[src/rtl/recolector_pkg.sv]
`default_nettype none
// ============================================================================
// Module   : recolector_pkg
// Purpose  : Shared definitions for the output side of the 4x4 FIFO switch:
//            FSM state encodings, destination-field slice helpers and small
//            port-index utilities. The routing arbiter reuses the same items.
// Revision : 1.0 - initial release
// ============================================================================
package recolector_pkg;

    // Reader FSM states
    typedef enum logic [1:0] {
        ST_IDLE = 2'd0,
        ST_POP  = 2'd1,
        ST_CAPT = 2'd2,
        ST_HOLD = 2'd3
    } state_e;

    localparam int NPORTS = 4;
    localparam int DEST_W = 2;

    // Destination field occupies the two MSBs of every word
    function automatic int dest_hi(input int width);
        return width - 1;
    endfunction

    function automatic int dest_lo(input int width);
        return width - DEST_W;
    endfunction

    // Port that gets top priority after serving port p
    function automatic logic [1:0] rr_next(input logic [1:0] p);
        return p + 2'd1;
    endfunction

    function automatic logic [3:0] port_onehot(input logic [1:0] p);
        return 4'b0001 << p;
    endfunction

endpackage : recolector_pkg
`default_nettype wire

[src/rtl/recolector_rr_select.sv]
`default_nettype none
// ============================================================================
// Module   : rr_select
// Purpose  : Combinational 4-way rotating-priority finder. Starting at rr_i,
//            scans rr_i, rr_i+1, rr_i+2, rr_i+3 (mod 4) and reports the first
//            requesting index.
// Ports    : req_i   - per-port request (non-empty) bits
//            rr_i    - index with highest priority
//            found_o - at least one request present
//            sel_o   - selected index (rr_i when nothing is found)
// Revision : 1.0 - initial release
// ============================================================================
module rr_select (
    input  logic [3:0] req_i,
    input  logic [1:0] rr_i,
    output logic       found_o,
    output logic [1:0] sel_o
);

    logic [1:0] idx;

    always_comb begin
        found_o = 1'b0;
        sel_o   = rr_i;
        idx     = rr_i;
        for (int i = 0; i < 4; i++) begin
            // 2-bit addition wraps the scan around port 3 -> port 0
            idx = rr_i + 2'(i);
            if (!found_o && req_i[idx]) begin
                found_o = 1'b1;
                sel_o   = idx;
            end
        end
    end

endmodule : rr_select
`default_nettype wire

[src/rtl/recolector.sv]
`default_nettype none
// ============================================================================
// Module   : recolector
// Purpose  : Output-side reader of the 4x4 FIFO switch. Drains FIFOs 4..7 in
//            round-robin order (IDLE -> POP -> CAPT -> HOLD), checks each
//            word's destination field against its source port and delivers
//            every word on a single valid/ready stream.
// Ports    : clk, reset (async, active-low)
//            fifoN_out / fifoN_empty - read data and empty flag of FIFO N
//            popN                    - one-cycle pop strobe to FIFO N
//            data_out / port_out     - captured word and its source (0..3)
//            valid_out / ready_in    - downstream handshake
//            err_dest                - one-cycle pulse on destination mismatch
//            err_count               - saturating mismatch count
//            cnt4..cnt7              - wrapping per-port delivered-word counts
// Revision : 1.0 - initial release
// ============================================================================
module recolector
    import recolector_pkg::*;
#(
    parameter int WIDTH = 10,
    parameter int CNT_W = 8
) (
    input  logic             clk,
    input  logic             reset,
    input  logic [WIDTH-1:0] fifo4_out,
    input  logic [WIDTH-1:0] fifo5_out,
    input  logic [WIDTH-1:0] fifo6_out,
    input  logic [WIDTH-1:0] fifo7_out,
    input  logic             fifo4_empty,
    input  logic             fifo5_empty,
    input  logic             fifo6_empty,
    input  logic             fifo7_empty,
    output logic             pop4,
    output logic             pop5,
    output logic             pop6,
    output logic             pop7,
    output logic [WIDTH-1:0] data_out,
    output logic [1:0]       port_out,
    output logic             valid_out,
    input  logic             ready_in,
    output logic             err_dest,
    output logic [CNT_W-1:0] err_count,
    output logic [CNT_W-1:0] cnt4,
    output logic [CNT_W-1:0] cnt5,
    output logic [CNT_W-1:0] cnt6,
    output logic [CNT_W-1:0] cnt7
);

    localparam int               DEST_HI = dest_hi(WIDTH);
    localparam int               DEST_LO = dest_lo(WIDTH);
    localparam logic [CNT_W-1:0] CNT_ONE = CNT_W'(1);

    // ------------------------------------------------------------------
    // Vectorised view of ports 4..7 (index 0 = FIFO4)
    // ------------------------------------------------------------------
    logic [WIDTH-1:0] fifo_data [NPORTS];
    logic [3:0]       avail;

    assign fifo_data[0] = fifo4_out;
    assign fifo_data[1] = fifo5_out;
    assign fifo_data[2] = fifo6_out;
    assign fifo_data[3] = fifo7_out;
    assign avail        = ~{fifo7_empty, fifo6_empty, fifo5_empty, fifo4_empty};

    // ------------------------------------------------------------------
    // State
    // ------------------------------------------------------------------
    state_e           state_q;
    logic [1:0]       rr_q;
    logic [1:0]       sel_q;
    logic [3:0]       pop_q;
    logic [WIDTH-1:0] data_q;
    logic [1:0]       port_q;
    logic             valid_q;
    logic             err_q;
    logic [CNT_W-1:0] err_cnt_q;
    logic [CNT_W-1:0] cnt_q [NPORTS];

    // ------------------------------------------------------------------
    // Combinational helpers
    // ------------------------------------------------------------------
    logic             found;
    logic [1:0]       scan_sel;
    logic [WIDTH-1:0] rd_word;
    logic             mismatch;
    logic [CNT_W-1:0] err_cnt_d;
    logic [CNT_W-1:0] cnt_sel_d;

    rr_select u_rr_select (
        .req_i   (avail),
        .rr_i    (rr_q),
        .found_o (found),
        .sel_o   (scan_sel)
    );

    // Read data is valid in the CAPT cycle (one cycle after the pop)
    assign rd_word   = fifo_data[sel_q];
    assign mismatch  = (rd_word[DEST_HI:DEST_LO] != sel_q);
    assign err_cnt_d = (err_cnt_q == {CNT_W{1'b1}}) ? err_cnt_q : err_cnt_q + CNT_ONE;
    assign cnt_sel_d = cnt_q[sel_q] + CNT_ONE;

    // ------------------------------------------------------------------
    // Reader FSM with registered outputs
    // ------------------------------------------------------------------
    always_ff @(posedge clk or negedge reset) begin
        if (!reset) begin
            state_q   <= ST_IDLE;
            rr_q      <= 2'd0;
            sel_q     <= 2'd0;
            pop_q     <= 4'b0000;
            data_q    <= '0;
            port_q    <= 2'd0;
            valid_q   <= 1'b0;
            err_q     <= 1'b0;
            err_cnt_q <= '0;
            for (int i = 0; i < NPORTS; i++) begin
                cnt_q[i] <= '0;
            end
        end else begin
            err_q <= 1'b0;
            case (state_q)
                ST_IDLE: begin
                    if (found) begin
                        sel_q   <= scan_sel;
                        pop_q   <= port_onehot(scan_sel);
                        state_q <= ST_POP;
                    end
                end
                ST_POP: begin
                    pop_q   <= 4'b0000;
                    state_q <= ST_CAPT;
                end
                ST_CAPT: begin
                    data_q  <= rd_word;
                    port_q  <= sel_q;
                    valid_q <= 1'b1;
                    // Mismatched words are still delivered; only flagged here
                    if (mismatch) begin
                        err_q     <= 1'b1;
                        err_cnt_q <= err_cnt_d;
                    end
                    state_q <= ST_HOLD;
                end
                ST_HOLD: begin
                    if (ready_in) begin
                        valid_q      <= 1'b0;
                        cnt_q[sel_q] <= cnt_sel_d;
                        rr_q         <= rr_next(sel_q);
                        state_q      <= ST_IDLE;
                    end
                end
                default: begin
                    state_q <= ST_IDLE;
                end
            endcase
        end
    end

    // ------------------------------------------------------------------
    // Outputs
    // ------------------------------------------------------------------
    assign pop4      = pop_q[0];
    assign pop5      = pop_q[1];
    assign pop6      = pop_q[2];
    assign pop7      = pop_q[3];
    assign data_out  = data_q;
    assign port_out  = port_q;
    assign valid_out = valid_q;
    assign err_dest  = err_q;
    assign err_count = err_cnt_q;
    assign cnt4      = cnt_q[0];
    assign cnt5      = cnt_q[1];
    assign cnt6      = cnt_q[2];
    assign cnt7      = cnt_q[3];

endmodule : recolector
`default_nettype wire

[config.mk]
export PLATFORM = sky130hd
export DESIGN_NAME = recolector
export DESIGN_NICKNAME = d
export VERILOG_FILES = /design/src/rtl/recolector_pkg.sv /design/src/rtl/recolector_rr_select.sv /design/src/rtl/recolector.sv
export SDC_FILE = /design/constraint.sdc
export NUM_CORES = 1
export LEC_CHECK = 0
export ABC_AREA = 1
export CAP_MARGIN = 15
export CORE_MARGIN = 4
export CORE_UTILIZATION = 30
export DETAILED_ROUTE_END_ITERATION = 10
export DONT_BUFFER_PORTS = 1
export PLACE_DENSITY = 0.48
export SLEW_MARGIN = 20
export SYNTH_ARGS = -nofsm -noshare
export SYNTH_HDL_FRONTEND = slang
export SYNTH_SLANG_ARGS = --single-unit
[constraint.sdc]
create_clock -name clk -period 4.98 [get_ports clk]
set_input_delay 0.498 -clock clk [delete_from_list [all_inputs] [get_ports clk]]
set_output_delay 0.498 -clock clk [all_outputs]
set_load 0.1 [all_outputs]
**Clock nets**

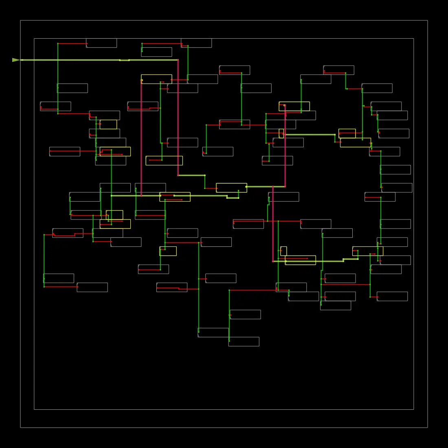
number of clock-tree buffers in the layout: 14
final clock skew: 0.004393 ns
# clock sinks: 64
number of sequential storage elements: 64

**Where the registers sit**

Other sequential cells in the stronger grey, the rest of the logic in the fainter grey.
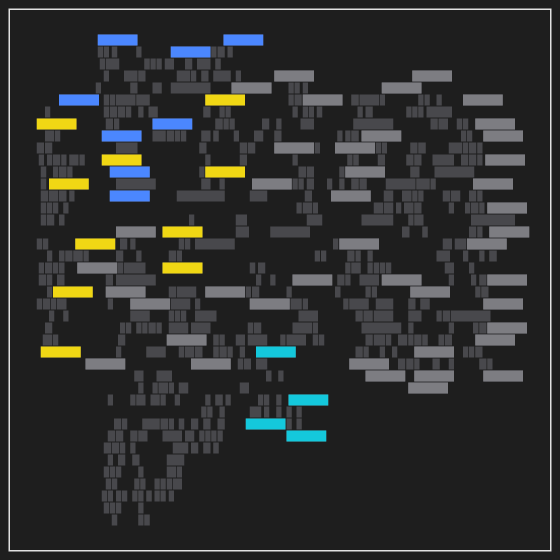
colour	signal	sequential cells
yellow	`data_out`	10
blue	`err_count`	8
cyan	`pop_q`	4
area used by sequential logic in the layout: 1602 µm²
utilization of the core after routing: 34.12%
Seq/total area: 36.90%

**Gate families picked out**

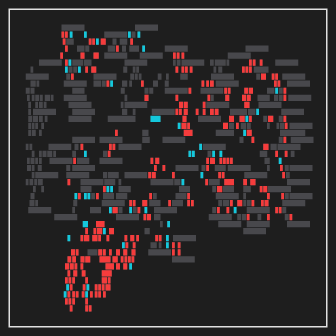
colour	family	cells
cyan	inverters	46
red	NAND gates	219

**Met1 routing**

Supply wires on this layer in grey.
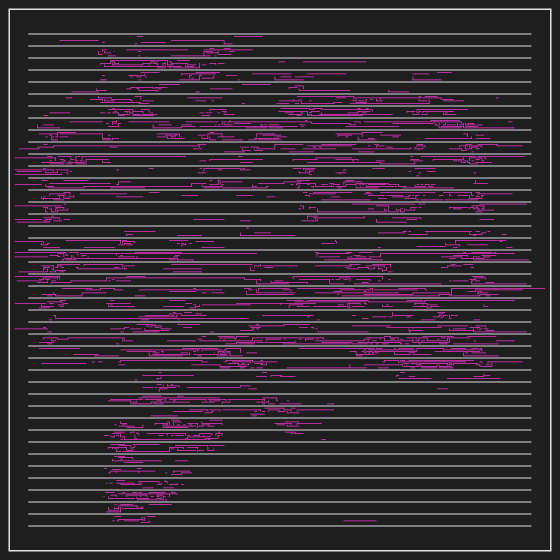
longest straight run	43.7 µm
main direction	horizontal
share of all routed wire	43%
wire length on this layer	4630 µm
global routing met1 resource utilization: 17.35%
aggregate routed wire length: 10830 µm
via count: 3286

==> reports/metrics.sh <==
STATUS='completed'
POST_CTS.REPAIR.SETUP_BUFFERS=0
TIMING_WORST_SETUP_PATH_TYPE='reg2reg'
GRT_UTIL_MET2_PCT=24.46
MET3ROUTEDLENGTH_UM=821
CLK_TRANSITION_REPORTED_PATHS_NS=0.05
WORSTSETUPPATHDEPTH=11
FLOP_CELL='sky130_fd_sc_hd__dfrtp_1'
CRITICAL_PATH_ARRIVAL_NS=2.87
GP_CONGESTION=0.7841
GRT_BUSIEST_LAYER='met2'
POST_CTS.RESIZED_INSTANCES=0
SYNTHESIS.AREA_UM2=3926
LAYOUT.CELL_AREA.NON_FILLER_UM2=4340
HTREEDEPTH=3
AREA_LEADERS='sky130_fd_sc_hd__dfrtp_1 41%, sky130_fd_sc_hd__nand2_1 15%, sky130_fd_sc_hd__o21ai_0 5.1%'
OPENROAD_WARNING_COUNT=33
SETUP.WORST_PATH.START='sel_q[0]'
DPL_CELL_AREA_UM2=3994
LAY_TOP_CELLS='152 x sky130_fd_sc_hd__nand2_1, 64 x sky130_fd_sc_hd__dfrtp_1, 53 x sky130_fd_sc_hd__nor2_1'
REGTOREGSETUPSLACK_NS=2.33
IO_BUFFER_COUNT=0
HPWL_UM=7872
FILLERINSTANCES=1421
BUFAREASHARENONCLOCK_PCT=0.9801
REMAINING_DRC_ERRORS=0
COMMON_CELLS='152 x sky130_fd_sc_hd__nand2_1, 64 x sky130_fd_sc_hd__dfrtp_1, 53 x sky130_fd_sc_hd__nor2_1'
CRITPATHSLOWESTCELL='sky130_fd_sc_hd__dfrtp_1'
DRTANTENNAVIOLNETS=0
NUM_ROWS=41
HOLD_WS_NS=0.03687
CTS_BUFFERS=9
GRT_PASS1_WL_UM=16730
HOLD_BUFFERS=1
WORST_R2R_PATH_DEPTH=11
SYNTH_UNIQUE_CELLS=39
SYNTH_WARNINGS=0
TOP_AREA_CELL='sky130_fd_sc_hd__dfrtp_1'
AREA_DOMINANT_CLASS='logic gates'
GRTUSAGETOTAL_PCT=14.60
CLOCK.FMAX_MHz=377.7
INV_COUNT=46
PATH_MAX_FANOUT=21
FLIP_FLOP_COUNT_OF_THE_LARGEST_REGISTER_ALL_COPIES_AND_WORDS_ADDED=10
RSZ0062_AT_GRT='false'
YOSYS.AREA.TOP_TYPE_SHARE_PCT=40.79
CTS-ROOT-TO-SINK-BUFFERS=2
TIMING.CRITICAL_PATH.MAX_DELAY_FAMILY='simple AND/OR/NAND/NOR gates'
REGTOREGENDPOINT='cnt5[6]'
HOLD_CLASS='in2async'
SYNTH-CELLS-YOSYS=518
WORST_PATH_LARGEST_CELL_DELAY_NS=0.77
FINAL_HOLD_VIOL_COUNT=0
FINALCRITPERIODSHARE_PCT=53.16
LAYOUTNONFILLERINSTCOUNT=687
LAYOUT-AREA-OVERHEAD-VS-SYNTH_PCT=10.55
POST_ROUTE_CELLS_DRIVE_ABOVE_1_SHARE_PCT=13.20
LAYOUT_TOP_CELL_EXCL_FILL_TAP='sky130_fd_sc_hd__nand2_1'
SYNTH.AREA.MUX_SHARE_PCT=0
POSTSYNTH.ASYNCRESETSHARE_PCT=100.0
YOSYS-STAT-AREA_UM2=3926
FINALNETCOUNT=568
POST-ROUTE-MIN-PERIOD_NS=2.647
SYN-MEAN-INSTANCE-AREA_UM2=7.580
EDF_COUNT=0
USE_MET3_PCT=5.622
SETUP_FAILING_EPS_FINAL=0
MET2_WIRELENGTH_UM=5260
CHIPWIDTH_UM=122.4
